[config.mk]
export PLATFORM = sky130hd
export DESIGN_NAME = fetch_ctrl_flat
export DESIGN_NICKNAME = d
export VERILOG_FILES = /design/src/rtl/fetch_ctrl_pkg.sv /design/src/rtl/fetch_ctrl_if.sv /design/src/rtl/fetch_ctrl_sat_counter.sv /design/src/rtl/fetch_ctrl.sv /design/src/flat_wrapper.sv
export SDC_FILE = /design/constraint.sdc
export NUM_CORES = 1
export LEC_CHECK = 0
export CAP_MARGIN = 20
export CORE_UTILIZATION = 34
export DETAILED_ROUTE_END_ITERATION = 10
export PLACE_DENSITY = 0.83
export SLEW_MARGIN = 10
export SYNTH_ARGS = -nofsm -noshare
export SYNTH_HDL_FRONTEND = slang
export SYNTH_SLANG_ARGS = --single-unit
export TNS_END_PERCENT = 5
[constraint.sdc]
create_clock -name clk -period 2.4 [get_ports clk]
set_input_delay 0.48 -clock clk [delete_from_list [all_inputs] [get_ports clk]]
set_output_delay 0.48 -clock clk [all_outputs]
set_load 0.1 [all_outputs]
[src/rtl/fetch_ctrl_pkg.sv]
// Shared types and constants for the fetch sequencing controller.
package fetch_ctrl_pkg;

  typedef enum logic [2:0] {
    BOOT  = 3'd0,
    RUN   = 3'd1,
    STALL = 3'd2,
    FLUSH = 3'd3,
    HALT  = 3'd4
  } state_e;

  localparam int DEF_CNT_W = 16;

  // PC is a word address, so the next sequential instruction is +1.
  localparam logic [31:0] PC_INC = 32'd1;

  // Width of the shared boot/flush sequence counter.
  localparam int SEQ_W = 8;

endpackage

[src/rtl/fetch_ctrl_if.sv]
// Bundle between the fetch controller and the rest of the pipeline.
// master = the controller, slave = pipeline/fetch unit side.
interface fetch_ctrl_if
  import fetch_ctrl_pkg::*;
#(
  parameter int CNT_W = DEF_CNT_W
) ();

  logic             stall_req;
  logic             br_taken;
  logic [31:0]      br_target;
  logic             halt_req;
  logic             resume;
  logic [31:0]      pc;
  logic [31:0]      pc_nxt;

  logic             sel_pc;
  logic [31:0]      pc_in_pc;
  logic [31:0]      pc_in_alu;
  logic             if_valid;
  logic             stall_if;
  logic             flush_ifid;
  logic             flush_idex;
  logic [2:0]       state_dbg;
  logic [CNT_W-1:0] redirect_cnt;
  logic [CNT_W-1:0] stall_cnt;

  modport master (
    input  stall_req, br_taken, br_target, halt_req, resume, pc, pc_nxt,
    output sel_pc, pc_in_pc, pc_in_alu, if_valid, stall_if, flush_ifid,
           flush_idex, state_dbg, redirect_cnt, stall_cnt
  );

  modport slave (
    output stall_req, br_taken, br_target, halt_req, resume, pc, pc_nxt,
    input  sel_pc, pc_in_pc, pc_in_alu, if_valid, stall_if, flush_ifid,
           flush_idex, state_dbg, redirect_cnt, stall_cnt
  );

endinterface

[src/rtl/fetch_ctrl_sat_counter.sv]
// Saturating up-counter: sticks at all-ones instead of wrapping.
module sat_counter
  import fetch_ctrl_pkg::*;
#(
  parameter int W = DEF_CNT_W
) (
  input  logic         clk,
  input  logic         rst,
  input  logic         inc_i,
  output logic [W-1:0] cnt_o
);

  logic [W-1:0] cnt_q;

  // Count one per asserted inc, holding once every bit is set.
  always_ff @(posedge clk or posedge rst) begin
    if (rst) begin
      cnt_q <= '0;
    end else if (inc_i && (cnt_q != '1)) begin
      cnt_q <= cnt_q + 1'b1;
    end
  end

  assign cnt_o = cnt_q;

endmodule

[src/rtl/fetch_ctrl.sv]
// Fetch sequencing controller: chooses the next PC source every cycle and
// handles boot delay, load-use stalls, redirects with flushes, and halt.
module fetch_ctrl
  import fetch_ctrl_pkg::*;
#(
  parameter int BOOT_CYCLES  = 2,
  parameter int FLUSH_CYCLES = 2,
  parameter int CNT_W        = DEF_CNT_W
) (
  input  logic         clk,
  input  logic         rst,
  fetch_ctrl_if.master bus
);

  localparam logic [SEQ_W-1:0] BOOT_LAST  = SEQ_W'(BOOT_CYCLES - 1);
  localparam logic [SEQ_W-1:0] FLUSH_LAST = SEQ_W'(FLUSH_CYCLES - 1);

  state_e           state_q, state_d;
  logic [SEQ_W-1:0] seqCnt_q, seqCnt_d;

  logic        redirect;
  logic        selPc;
  logic [31:0] pcInPc;
  logic        ifValid;
  logic        stallIf;
  logic        flushIfid;
  logic        flushIdex;
  logic        redirectInc;
  logic        stallInc;
  logic [CNT_W-1:0] redirectCnt;
  logic [CNT_W-1:0] stallCnt;

  // Next-state and output decode; a redirect in RUN/STALL/FLUSH beats everything.
  always_comb begin
    state_d     = state_q;
    seqCnt_d    = seqCnt_q;
    selPc       = 1'b0;
    pcInPc      = bus.pc;
    ifValid     = 1'b0;
    stallIf     = 1'b0;
    flushIfid   = 1'b0;
    flushIdex   = 1'b0;
    redirectInc = 1'b0;
    stallInc    = 1'b0;

    redirect = bus.br_taken &&
               ((state_q == RUN) || (state_q == STALL) || (state_q == FLUSH));

    if (redirect) begin
      selPc       = 1'b1;
      flushIfid   = 1'b1;
      flushIdex   = 1'b1;
      redirectInc = 1'b1;
      if (FLUSH_CYCLES == 1) begin
        state_d  = RUN;
        seqCnt_d = '0;
      end else begin
        state_d  = FLUSH;
        seqCnt_d = FLUSH_LAST;
      end
    end else begin
      case (state_q)
        BOOT: begin
          if (seqCnt_q == BOOT_LAST) begin
            state_d  = RUN;
            seqCnt_d = '0;
          end else begin
            seqCnt_d = seqCnt_q + 1'b1;
          end
        end
        RUN: begin
          if (bus.halt_req) begin
            state_d = HALT;
          end else if (bus.stall_req) begin
            stallIf   = 1'b1;
            flushIdex = 1'b1;
            ifValid   = 1'b1;
            stallInc  = 1'b1;
            state_d   = STALL;
          end else begin
            pcInPc  = bus.pc_nxt;
            ifValid = 1'b1;
          end
        end
        STALL: begin
          ifValid = 1'b1;
          if (bus.stall_req) begin
            stallIf   = 1'b1;
            flushIdex = 1'b1;
            stallInc  = 1'b1;
          end else begin
            pcInPc  = bus.pc_nxt;
            state_d = RUN;
          end
        end
        FLUSH: begin
          pcInPc = bus.pc_nxt;
          if (seqCnt_q <= SEQ_W'(1)) begin
            state_d  = RUN;
            seqCnt_d = '0;
          end else begin
            seqCnt_d = seqCnt_q - 1'b1;
          end
        end
        HALT: begin
          if (bus.resume) begin
            pcInPc  = bus.pc_nxt;
            ifValid = 1'b1;
            state_d = RUN;
          end
        end
        default: begin
          state_d  = BOOT;
          seqCnt_d = '0;
        end
      endcase
    end
  end

  // State and sequence counter; reset drops straight back into BOOT.
  always_ff @(posedge clk or posedge rst) begin
    if (rst) begin
      state_q  <= BOOT;
      seqCnt_q <= '0;
    end else begin
      state_q  <= state_d;
      seqCnt_q <= seqCnt_d;
    end
  end

  sat_counter #(.W(CNT_W)) uRedirectCnt (
    .clk   (clk),
    .rst   (rst),
    .inc_i (redirectInc),
    .cnt_o (redirectCnt)
  );

  sat_counter #(.W(CNT_W)) uStallCnt (
    .clk   (clk),
    .rst   (rst),
    .inc_i (stallInc),
    .cnt_o (stallCnt)
  );

  assign bus.sel_pc       = selPc;
  assign bus.pc_in_pc     = pcInPc;
  assign bus.pc_in_alu    = bus.br_target;
  assign bus.if_valid     = ifValid;
  assign bus.stall_if     = stallIf;
  assign bus.flush_ifid   = flushIfid;
  assign bus.flush_idex   = flushIdex;
  assign bus.state_dbg    = state_q;
  assign bus.redirect_cnt = redirectCnt;
  assign bus.stall_cnt    = stallCnt;

endmodule

[src/flat_wrapper.sv]
// flat-port wrapper written by rule: the top's interface ports become plain ports
module fetch_ctrl_flat import fetch_ctrl_pkg::*;
#(
  parameter int BOOT_CYCLES  = 2,
  parameter int FLUSH_CYCLES = 2,
  parameter int CNT_W        = DEF_CNT_W
)
  (clk, rst, bus_stall_req, bus_br_taken, bus_br_target, bus_halt_req, bus_resume, bus_pc, bus_pc_nxt, bus_sel_pc, bus_pc_in_pc, bus_pc_in_alu, bus_if_valid, bus_stall_if, bus_flush_ifid, bus_flush_idex, bus_state_dbg, bus_redirect_cnt, bus_stall_cnt);
  fetch_ctrl_if #(.CNT_W(CNT_W)) bus_i ();
  input  logic clk;
  input  logic rst;
  input wire logic [$bits(bus_i.stall_req)-1:0] bus_stall_req;
  input wire logic [$bits(bus_i.br_taken)-1:0] bus_br_taken;
  input wire logic [$bits(bus_i.br_target)-1:0] bus_br_target;
  input wire logic [$bits(bus_i.halt_req)-1:0] bus_halt_req;
  input wire logic [$bits(bus_i.resume)-1:0] bus_resume;
  input wire logic [$bits(bus_i.pc)-1:0] bus_pc;
  input wire logic [$bits(bus_i.pc_nxt)-1:0] bus_pc_nxt;
  output wire logic [$bits(bus_i.sel_pc)-1:0] bus_sel_pc;
  output wire logic [$bits(bus_i.pc_in_pc)-1:0] bus_pc_in_pc;
  output wire logic [$bits(bus_i.pc_in_alu)-1:0] bus_pc_in_alu;
  output wire logic [$bits(bus_i.if_valid)-1:0] bus_if_valid;
  output wire logic [$bits(bus_i.stall_if)-1:0] bus_stall_if;
  output wire logic [$bits(bus_i.flush_ifid)-1:0] bus_flush_ifid;
  output wire logic [$bits(bus_i.flush_idex)-1:0] bus_flush_idex;
  output wire logic [$bits(bus_i.state_dbg)-1:0] bus_state_dbg;
  output wire logic [$bits(bus_i.redirect_cnt)-1:0] bus_redirect_cnt;
  output wire logic [$bits(bus_i.stall_cnt)-1:0] bus_stall_cnt;
  assign bus_i.stall_req = bus_stall_req;
  assign bus_i.br_taken = bus_br_taken;
  assign bus_i.br_target = bus_br_target;
  assign bus_i.halt_req = bus_halt_req;
  assign bus_i.resume = bus_resume;
  assign bus_i.pc = bus_pc;
  assign bus_i.pc_nxt = bus_pc_nxt;
  assign bus_sel_pc = bus_i.sel_pc;
  assign bus_pc_in_pc = bus_i.pc_in_pc;
  assign bus_pc_in_alu = bus_i.pc_in_alu;
  assign bus_if_valid = bus_i.if_valid;
  assign bus_stall_if = bus_i.stall_if;
  assign bus_flush_ifid = bus_i.flush_ifid;
  assign bus_flush_idex = bus_i.flush_idex;
  assign bus_state_dbg = bus_i.state_dbg;
  assign bus_redirect_cnt = bus_i.redirect_cnt;
  assign bus_stall_cnt = bus_i.stall_cnt;
  fetch_ctrl #(.BOOT_CYCLES(BOOT_CYCLES), .FLUSH_CYCLES(FLUSH_CYCLES), .CNT_W(CNT_W)) u_core (.clk(clk), .rst(rst), .bus(bus_i));
endmodule
==> job_summary.md, run 1 <==
### Flow metrics

| Metric | Value |
|---|---|
| Outcome | finished, violations left |
| Violated checks | negative setup slack |
| Core Region | slightly below 9000 sq um |
| Die Span X | between 90 and 100 um |
| Wirelength, routed | 10.4 mm |
| Distinct cell type count of the synthesized netlist | between 50 and 60 |
| Tally of OpenROAD warnings | 31 |
| Reg2Reg Capture Point | u_core.seqCnt_q[4] |
| Combined flip-flop and latch cell area | roughly 1100 sq um |
| DR DRC count | 0 |
| Endpoint with the worst hold slack | u_core.seqCnt_q[7] |
| Number of enable-type register cells in the synthesized netlist | 0 |
| Final setup violating endpoints | 32 |
| Leakage power figure | between 2 and 2.5 nW |
| Crit path max-delay cell type | dfrtp_4 |
| Largest vdd supply drop | 1250 uV |
| Die height | between 90 and 100 um |
| Final Max-Slew Violation Tally | 0 |
| Count of routing violations after the opening detailed-route iteration | 223 |
| Kind of cell adding the most delay to the critical path | flip-flops |
| Number of hold violations in the final report | 0 |
| Cell count in the Yosys report | between 300 and 400 |
| Placed instance area | approximately 5000 sq um |
| Cells traversed along the worst timing path | o21bai_4 -> nand2_2 -> o21ai_2 -> a32o_2 -> buf_4 -> buf_16 -> mux2_4 -> buf_12 |
| Hold path depth | 1 |
| Endpoint kind of the worst setup timing path | primary output |
| Share of flip-flops with an asynchronous set or reset | 100% |
| Number of buffers created by CTS | 5 |
| HP Start | u_core.seqCnt_q[7] |
| Commonest register cell after synthesis | dfrtp_1 |
| Final ANT Viol Nets | 0 |
| CTS tree | built |
| Largest fanout on the critical path | 8 |
| Type of the tightest min-delay check | flop to flop |
| Count of warnings emitted by yosys | 0 |
| Worst-skew pair later-pin latency | ~0.3 ns |
| Pin count of the biggest net entering global routing | between 40 and 50 |
| Routability congestion estimate | about 0.86 |
| Multi-input gate area | 1900 sq um |
| GRT overflow | 0 |
| Initial antenna violation count | 1 |
| CP max stage delay | between 0.5 and 0.6 ns |
| Cells after Synth | 345 |
| CP Data Required Time | ~1.9 ns |
| Tally of filler cells in the layout | about 690 |
| Number of placement rows | 34 |
| RSZ-0062 raised after global routing | yes |
| I/O pins | just over 200 |
| Worst EP arrival | approximately 2.2 ns |
| Final WS setup | -0.236 ns |
| R2R setup slack | between 0.1 and 0.15 ns |
| Stages on worst setup path | 8 |
| Sequential share of the synthesized area | approximately a third |
| DR vias/cell | about 5.4 |
| Placed wire-length estimate after detailed placement | a little over 8 mm |
| Global-route wire length before repair | approximately 16 mm |
| Total die size | ~9700 sq um |
| Post-route cell area | about 5300 sq um |
| Cts hold-fix bufs | 0 |
| Post-route fraction of the period consumed by the critical path | 110% |
| Fraction of layout instances using a drive strength above 1 | a little over a third |
| Vias in the first global route | 3038 |
| Clock tree root driver cell | clkbuf_8 |
| Final Critical Period | 2.64 ns |
## run 1: worst max path at each step
stage / to
after floorplan: bus_sel_pc
after global placement: bus_pc_in_pc[0]
after detailed placement: bus_pc_in_pc[0]
after CTS: bus_pc_in_pc[23]
after global routing: bus_pc_in_pc[28]
final: bus_pc_in_pc[28]
## run 1: Yosys cell counts (all sizes together) (7+ instances only)
cell | number | area [sq um]
a21oi | 7 | 35.0
a31oi | 10 | 62.6
and3 | 9 | 57.6
buf | 40 | 295
clkbuf | 10 | 37.5
dfrtp | 43 | 1080
inv | 10 | 37.5
mux2 | 36 | 405
nand2 | 27 | 101
nand3 | 13 | 65.1
nand4 | 11 | 68.8
nor2 | 22 | 82.6
nor3 | 7 | 35.0
o21ai | 9 | 45.0
xnor2 | 20 | 175
xor2 | 7 | 61.3
## run 1: per-layer routing
metal	up-vias	global-route usage (%)	wire length, um
li1	1463	-	-
met1	1490	27.6	4500
met2	150	35.1	5050
met3	21	4.61	726
met4	0	3.56	106
met5	-	0	0
## run 1: flip-flops by register name (all words and copies together), names as in the netlist
register,flops
u_core.uStallCnt.cnt_o,16
u_core.uRedirectCnt.cnt_o,16
u_core.seqCnt_q,8
u_core.bus.state_dbg,3
## run 1: layout by cell type (no fill, tap or decap), drive strengths merged, types with 9 or more instances in the layout
master and n:
nor2 22, nand2 27, xnor2 20, inv 10, and3 9, clkdlybuf4s50 67
nand3 13, mux2 36, a31oi 10, buf 101, o21ai 9, nand4 11
dfrtp 43
## run 1: through the flow
stage | total power, mW | setup slack (ns) | setup TNS, ns | instances | util (%)
finish | 6.72 | -0.236 | -6.40 | 582 | 59.0
global route | 6.99 | -0.286 | -8.35 | 582 | 59.0
floorplan | 4.77 | -0.224 | -4.61 | 345 | -
detailed placement | 5.91 | -0.393 | -10.35 | 564 | 56.3
CTS | 6.71 | -0.268 | -8.06 | 582 | 59.0
global placement | 5.80 | -0.297 | -7.69 | 564 | 56.3
## run 1: power by group
part | leakage, nW | switching (mW) | internal [mW]
sequential | 0.564 | 0.205 | 0.884
combinational | 1.70 | 3.19 | 1.83
clock | 0.0618 | 0.264 | 0.342
total | 2.33 | 3.66 | 3.06
## run 1: final cells by class
class | instances | area share (%)
Sequential cell | 43 | 20.7
Tap cell | 108 | 2.57
Clock inverter | 2 | 0.739
Clock buffer | 6 | 1.57
Multi-Input combinational cell | 242 | 36.2
Antenna cell | 1 | 0.0477
Timing Repair Buffer | 170 | 37.4
Inverter | 10 | 0.786
## run 1: cells by family (layout without fill, tap and decap cells)
kind of cell | after synthesis | after routing | synth area share [%]
simple gates | 118 | 118 | 20.0
buf+inv | 60 | 188 | 11.6
compound gates | 56 | 56 | 12.4
flops | 43 | 43 | 33.8
mux | 36 | 36 | 12.7
xor+xnor | 27 | 27 | 7.44
fa+ha+maj | 5 | 5 | 1.97
other cells | 0 | 1 | 0
## run 1: what timing repair did
| item | in CTS | in global routing |
|---|---|---|
| pin swaps | 4 | 1 |
| resized | 8 | 4 |
| cloned | 2 | 0 |
| endpoints found under the hold margin | 0 | 0 |
| buffers inserted | 9 | 0 |
| endpoints found under the setup margin | 32 | 37 |
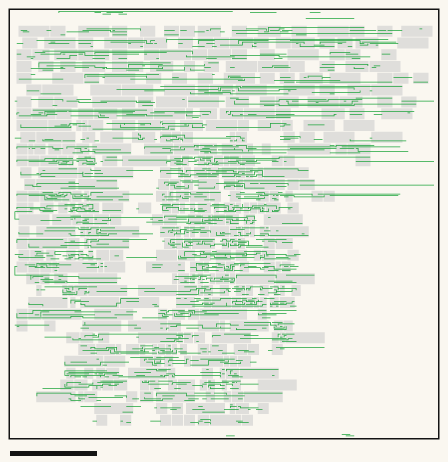
(run_1/met1.png)
Bar = 20 um.
nets with wire on the layer: 482
wire length on this layer: 4500 um

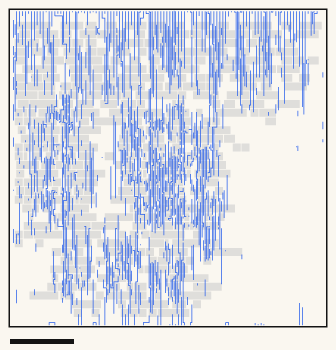
(run_1/met2.png)
Bar = 20 um.
share of all routed wire: 49%
nets with wire on the layer: 518
main direction: vertical
wire length on this layer: 5050 um

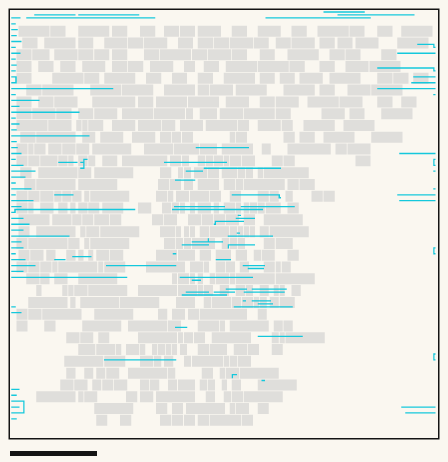
(run_1/met3.png)
Bar = 20 um.
nets with wire on the layer: 97
share of all routed wire: 7.0%

## Run 2: what changed since run 1
--- a/config.mk
+++ b/config.mk
@@ -6,9 +6,11 @@
 export NUM_CORES = 1
 export LEC_CHECK = 0
 export CAP_MARGIN = 20
-export CORE_UTILIZATION = 34
+export CELL_PAD_IN_SITES_DETAIL_PLACEMENT = 1
+export CELL_PAD_IN_SITES_GLOBAL_PLACEMENT = 2
+export CORE_UTILIZATION = 20
 export DETAILED_ROUTE_END_ITERATION = 10
-export PLACE_DENSITY = 0.83
+export PLACE_DENSITY = 0.89
 export SLEW_MARGIN = 10
 export SYNTH_ARGS = -nofsm -noshare
 export SYNTH_HDL_FRONTEND = slang
==> job_summary.md, run 2 <==
### Flow metrics

| Metric | Value |
|---|---|
| AND-OR/OR-AND share of the synthesized area | 12.4% |
| Crit path max-delay cell type | dfrtp_4 |
| Count of warnings emitted by yosys | 0 |
| Most used standard cell by instance count after synthesis | dfrtp_1 |
| Cts hold-fix bufs | 0 |
| CP max stage delay | 0.49 ns |
| Fraction of layout instances using a drive strength above 1 | a little over a third |
| Type of the tightest min-delay check | flop to flop |
| Worst-skew pair later-pin latency | 0.29 ns |
| Worst EP arrival | between 2 and 2.5 ns |
| Final setup violating endpoints | 34 |
| Number of sinks on the clock net | ~43 |
| DR vias/cell | about 4.5 |
| R2R setup slack | between 0.2 and 0.25 ns |
| CP Data Required Time | about 1.9 ns |
| Endpoint kind of the worst setup timing path | primary output |
| Largest fanout on the critical path | 8 |
| Largest non-sequential cell family by area | simple AND/OR/NAND/NOR gates |
| Initial antenna violation count | 0 |
| Tally of OpenROAD warnings | 31 |
| Top logic cell by instance count in the layout | clkdlybuf4s50_1 |
| Tally of filler cells in the layout | ~1700 |
| Sequential share of the synthesized area | about a third |
| Layout Cells excl Fill | between 600 and 700 |
| Cells traversed along the worst timing path | o21bai_4 -> nand2_1 -> o21ai_1 -> a32o_2 -> buf_6 -> buf_16 -> mux2_4 -> buf_12 |
| Final WS setup | -0.197 ns |
| Minimum setup slack after placement | -0.350 ns |
| Placed cell count | around 670 |
| Count of routing violations after the opening detailed-route iteration | between 90 and 100 |
| Number of buffers created by CTS | 5 |
| Share of flip-flops with an asynchronous set or reset | 100% |
| Power Total | ~7 mW |
| Top post-synthesis cells by area | dfrtp_1, mux2_2, buf_4 |
| Synth Area in Simple Gates | 20.0% |
| Final sum of negative setup slack | -5.98 ns |
| DR DRC count | 0 |
| Final Critical Period | 2.60 ns |
| Pin count of the biggest net entering global routing | 23 |
| Multiplexer area fraction after synthesis | between 10% and 20% |
| Commonest register cell after synthesis | dfrtp_1 |
| Dominant cell area share | about a third |
| Area leader, netlist | dfrtp_1 |
| Violated checks | negative setup slack |
| Cell count in the Yosys report | 345 |
| Die height | 128 um |
| Core Region | approximately 15000 sq um |
| Leakage power figure | around 2.4 nW |
| Endpoint with the worst hold slack | u_core.seqCnt_q[7] |
| Hold path depth | 1 |
| Post-route cell area | 5460 sq um |
| Global-route wire length before repair | approximately 18 mm |
| GRT overflow | 0 |
| Distinct cell type count of the synthesized netlist | 53 |
| Area share of fa/ha/maj cells after synthesis | under 10% |
| Number of enable-type register cells in the synthesized netlist | 0 |
| Final Max-Slew Violation Tally | 0 |
| Post-route fraction of the period consumed by the critical path | 108% |
| Final ANT Viol Nets | 0 |
| Vias in the first global route | roughly 3300 |
| Cells after Synth | roughly 350 |
| Number of placement rows | ~45 |
| Synth top cells by count | dfrtp_1, mux2_2, buf_4, nand2_1, nor2_1 |
| Outcome | finished, violations left |
| Largest vdd supply drop | 1240 uV |
| RSZ-0062 raised after global routing | yes |
| I/O pins | 206 |
| Placed wire-length estimate after detailed placement | about 9.4 mm |
| Die Span X | ~130 um |
run 2: netlist changes by cell type in the layout (fill, tap and decap cells not counted), moves of 2 or more:
cell	before	now
clkbuf_16	0	5
buf_4	60	62
clkinvlp_4	1	3
clkbuf_8	6	0
run 2: layout make-up:
type / instances / area (sq um) / share of cell area (%)
timing repair buffer: 175 / 2040 / 37.3
multi-input combinational: 242 / 1890 / 34.6
sequential: 43 / 1080 / 19.9
tap: 211 / 264 / 4.83
clock buffer: 5 / 125 / 2.29
inverter: 10 / 41.3 / 0.756
clock inverter: 3 / 20.0 / 0.366
run 2: metrics by stage:
stage,utilization (%),hold slack [ns]
3_3_place_gp,33.5,0.458
4_1_cts,35.4,0.479
2_1_floorplan,-,0.434
6_report,35.5,0.491
5_1_grt,35.5,0.513
3_5_place_dp,33.5,0.473
run 2: logic make-up after synthesis:
family,Yosys count
compound gates,56
flops,43
simple gates,118
buf+inv,60
xor+xnor,27
mux,36
fa+ha+maj,5
run 2: repair_timing:
action	in CTS	in global routing
endpoints found under the setup margin	32	35
gates resized	8	3
setup buffers	5	2
pin swaps	2	2
gates cloned	3	0
run 2: how the worst max path moves through the flow:
stage	cells past startpoint	slack (ns)	startpoint	to
6_report	8	-0.20	u_core.bus.state_dbg[1]	bus_pc_in_pc[9]
5_1_grt	8	-0.26	u_core.bus.state_dbg[1]	bus_pc_in_pc[9]
4_1_cts	8	-0.23	u_core.bus.state_dbg[1]	bus_pc_in_pc[21]
3_5_place_dp	8	-0.35	bus_halt_req	bus_pc_in_pc[0]
3_3_place_gp	8	-0.34	bus_halt_req	bus_pc_in_pc[0]
2_1_floorplan	6	-0.22	u_core.bus.state_dbg[1]	bus_sel_pc
run 2: report_power, final:
group,internal (mW),switching [mW],leakage [nW]
clock,0.384,0.294,0.0658
sequential,0.885,0.211,0.564
combinational,1.92,3.22,1.73
total,3.19,3.73,2.36
run 2: worst max-delay path, delay by kind of cell (launching register included):
kind                   cells  cell delay [ns]
AOI/OAI and AO/OA          3             0.51
buffers and inverters      3             0.46
DFF                        1             0.49
muxes                      1             0.31
and+or+nand+nor            1             0.05
run 2: routing by layer:
metal	track usage [%]	part of all wire [%]	vias up
met3	2.46	3.3	16
met5	0	0	-
met4	2.70	1.0	0
met2	25.9	54	63
li1	-	-	1471
met1	17.4	42	1525
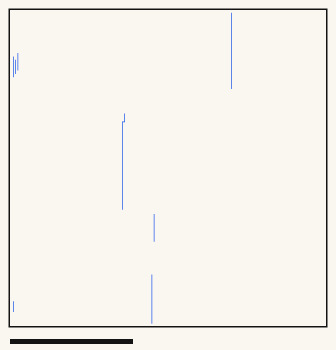
(run_2/met4.png)
Bar = 50 um.
nets with wire on the layer: 8
main direction: vertical

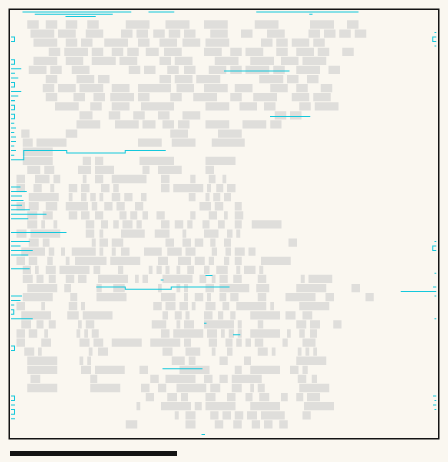
(run_2/met3.png)
Bar = 50 um.
wirelength, routed: 11.9 mm
vias after detailed routing: 3075
met3 demand-to-capacity share in global routing: 2.46%

## Run 3: what changed since run 2
--- a/config.mk
+++ b/config.mk
@@ -9,6 +9,7 @@
 export CELL_PAD_IN_SITES_DETAIL_PLACEMENT = 1
 export CELL_PAD_IN_SITES_GLOBAL_PLACEMENT = 2
 export CORE_UTILIZATION = 20
+export CTS_BUF_LIST = sky130_fd_sc_hd__clkbuf_8
 export DETAILED_ROUTE_END_ITERATION = 10
 export PLACE_DENSITY = 0.89
 export SLEW_MARGIN = 10
==> job_summary.md, run 3 <==
### Flow metrics

| Metric | Value |
|---|---|
| Switching power | around 3.7 mW |
| Synth top cells by count | dfrtp_1, mux2_2, buf_4, nand2_1, nor2_1 |
| Final sum of negative setup slack | -6.88 ns |
| Internal power component | ~3 mW |
| Worst-skew pair later-pin latency | roughly 0.3 ns |
| Number of sinks on the clock net | approximately 43 |
| Pin count of the biggest net entering global routing | 23 |
| Post-route fraction of the period consumed by the critical path | 109% |
| Number of enable-type register cells in the synthesized netlist | 0 |
| Global-route wire length before repair | 18.2 mm |
| DR vias/cell | 4.44 |
| Distinct cell type count of the synthesized netlist | ~53 |
| Placed instance area | approximately 5200 sq um |
| Final ANT Viol Nets | 0 |
| Routability congestion estimate | between 0.8 and 0.9 |
| Type of the tightest min-delay check | flop to flop |
| Vias after detailed routing | 3061 |
| Top post-synthesis cells by area | dfrtp_1, mux2_2, buf_4 |
| Outcome | finished, violations left |
| Initial antenna violation count | 0 |
| Most used standard cell by instance count after synthesis | dfrtp_1 |
| Crit path max-delay cell type | clkdlybuf4s50_1 |
| Power Total | 6.69 mW |
| Final WS setup | -0.224 ns |
| Top logic cell by instance count in the layout | clkdlybuf4s50_1 |
| Die height | approximately 130 um |
| Largest vdd supply drop | between 1000 and 1500 uV |
| Fin Hold WS | 0.481 ns |
| Commonest register cell after synthesis | dfrtp_1 |
| Core Region | roughly 15000 sq um |
| Fraction of layout instances using a drive strength above 1 | 35.1% |
| Final Max-Slew Violation Tally | 0 |
| Violated checks | negative setup slack |
| Hold path depth | 1 |
| Count of warnings emitted by yosys | 0 |
| Share of total power in the clock network | 7.0% |
| Wirelength, routed | ~12 mm |
| Final setup violating endpoints | 34 |
| Kind of cell adding the most delay to the critical path | buffers and inverters |
| Sequential share of the synthesized area | between 30 and 40% |
| Top logic cells by instance count in the layout | clkdlybuf4s50_1, buf_4, dfrtp_1 |
| CP max stage delay | 0.53 ns |
| Share of total power consumed by net switching | between 50% and 60% |
| Endpoint kind of the worst setup timing path | primary output |
| Layout Cells excl Fill | 689 |
| Post-route cell area | 5410 sq um |
| Largest fanout on the critical path | 8 |
| Cells after Synth | between 300 and 400 |
| CTS tree | built |
| Cell count in the Yosys report | 345 |
| Number of buffer and inverter stages on the critical path | 4 |
-- run 3: cell counts after synthesis --
No cell type changed its count.
-- run 3: kinds of logic (layout without fill, tap and decap cells) --
logic type / count (synthesis) / after routing / synth area share, %
muxes: 36 / 36 / 12.7
adders and majority gates: 5 / 5 / 1.97
AOI/OAI and AO/OA: 56 / 56 / 12.4
and+or+nand+nor: 118 / 118 / 20.0
DFF: 43 / 43 / 33.8
buffers and inverters: 60 / 193 / 11.6
xor gates and xnor gates: 27 / 27 / 7.44
-- run 3: power by group through the flow --
stage	registers [mW]	clock network (mW)	logic (mW)
after floorplan	1.76	0	3.01
after global placement	1.11	0	4.79
after detailed placement	1.13	0	4.85
after CTS	1.10	0.494	5.11
after global routing	1.13	0.515	5.35
final	1.09	0.471	5.12
-- run 3: per-layer routing --
layer | track usage (%) | vias up | routed length (um)
met2 | 25.7 | 62 | 6360
li1 | - | 1470 | -
met3 | 2.46 | 16 | 376
met4 | 3.11 | 0 | 126
met5 | 0 | - | 0
met1 | 17.3 | 1513 | 4940
-- run 3: layout make-up --
type                    count  area, sq um
well taps                 211          264
repair buffers            175         2040
multi-input cells         242         1890
clock inverters             3         20.0
flip-flops and latches     43         1080
inverters                  10         41.3
clock buffers               5         68.8
fillers                  1701         9960
-- run 3: timing repair --
item / 4_1_cts / 5_1_grt
hold endpoints to repair: 0 / 0
endpoints found under the setup margin: 32 / 35
gates resized: 8 / 3
gates cloned: 3 / 0
pin swaps: 2 / 2
setup buffers: 5 / 2
-- run 3: worst paths after layout --
path / from / end / slack (ns)
worst min-delay path: u_core.seqCnt_q[7] / u_core.seqCnt_q[7] / 0.48
worst max-delay path: bus_br_taken / bus_pc_in_pc[9] / -0.22
worst min register to register: u_core.seqCnt_q[7] / u_core.seqCnt_q[7] / 0.48
min in group asynchronous: rst / u_core.uRedirectCnt.cnt_o[4] / 0.52
worst max register to register: u_core.seqCnt_q[5] / u_core.seqCnt_q[7] / 0.24
max in group asynchronous: rst / u_core.bus.state_dbg[1] / 1.60
-- run 3: worst register-to-register path: stages, from the launching register on --
cell and delay, ns:
dfrtp_1 0.47, or3_1 0.49, o31ai_1 0.59, a31oi_1 0.10, a211oi_1 0.29, a21oi_1 0.11
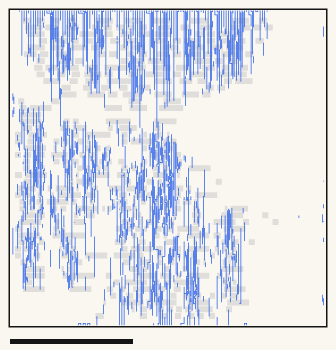
(run_3/met2.png)
Bar = 50 um.
main direction: vertical
share of all routed wire: 54%
longest straight run: 47.4 um

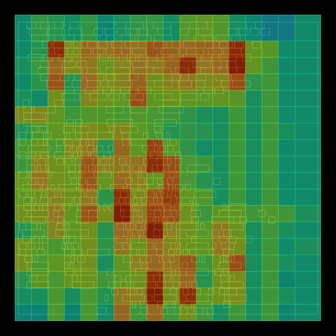
(run_3/final_congestion.png)
met1 usage: 17.3%
most used routing layer: met2
final standard cell utilization of the core: 35.2%
detailed-route wire length per cell: 17.1 um

No activity file was given, so power comes from the tool's default toggle rates.
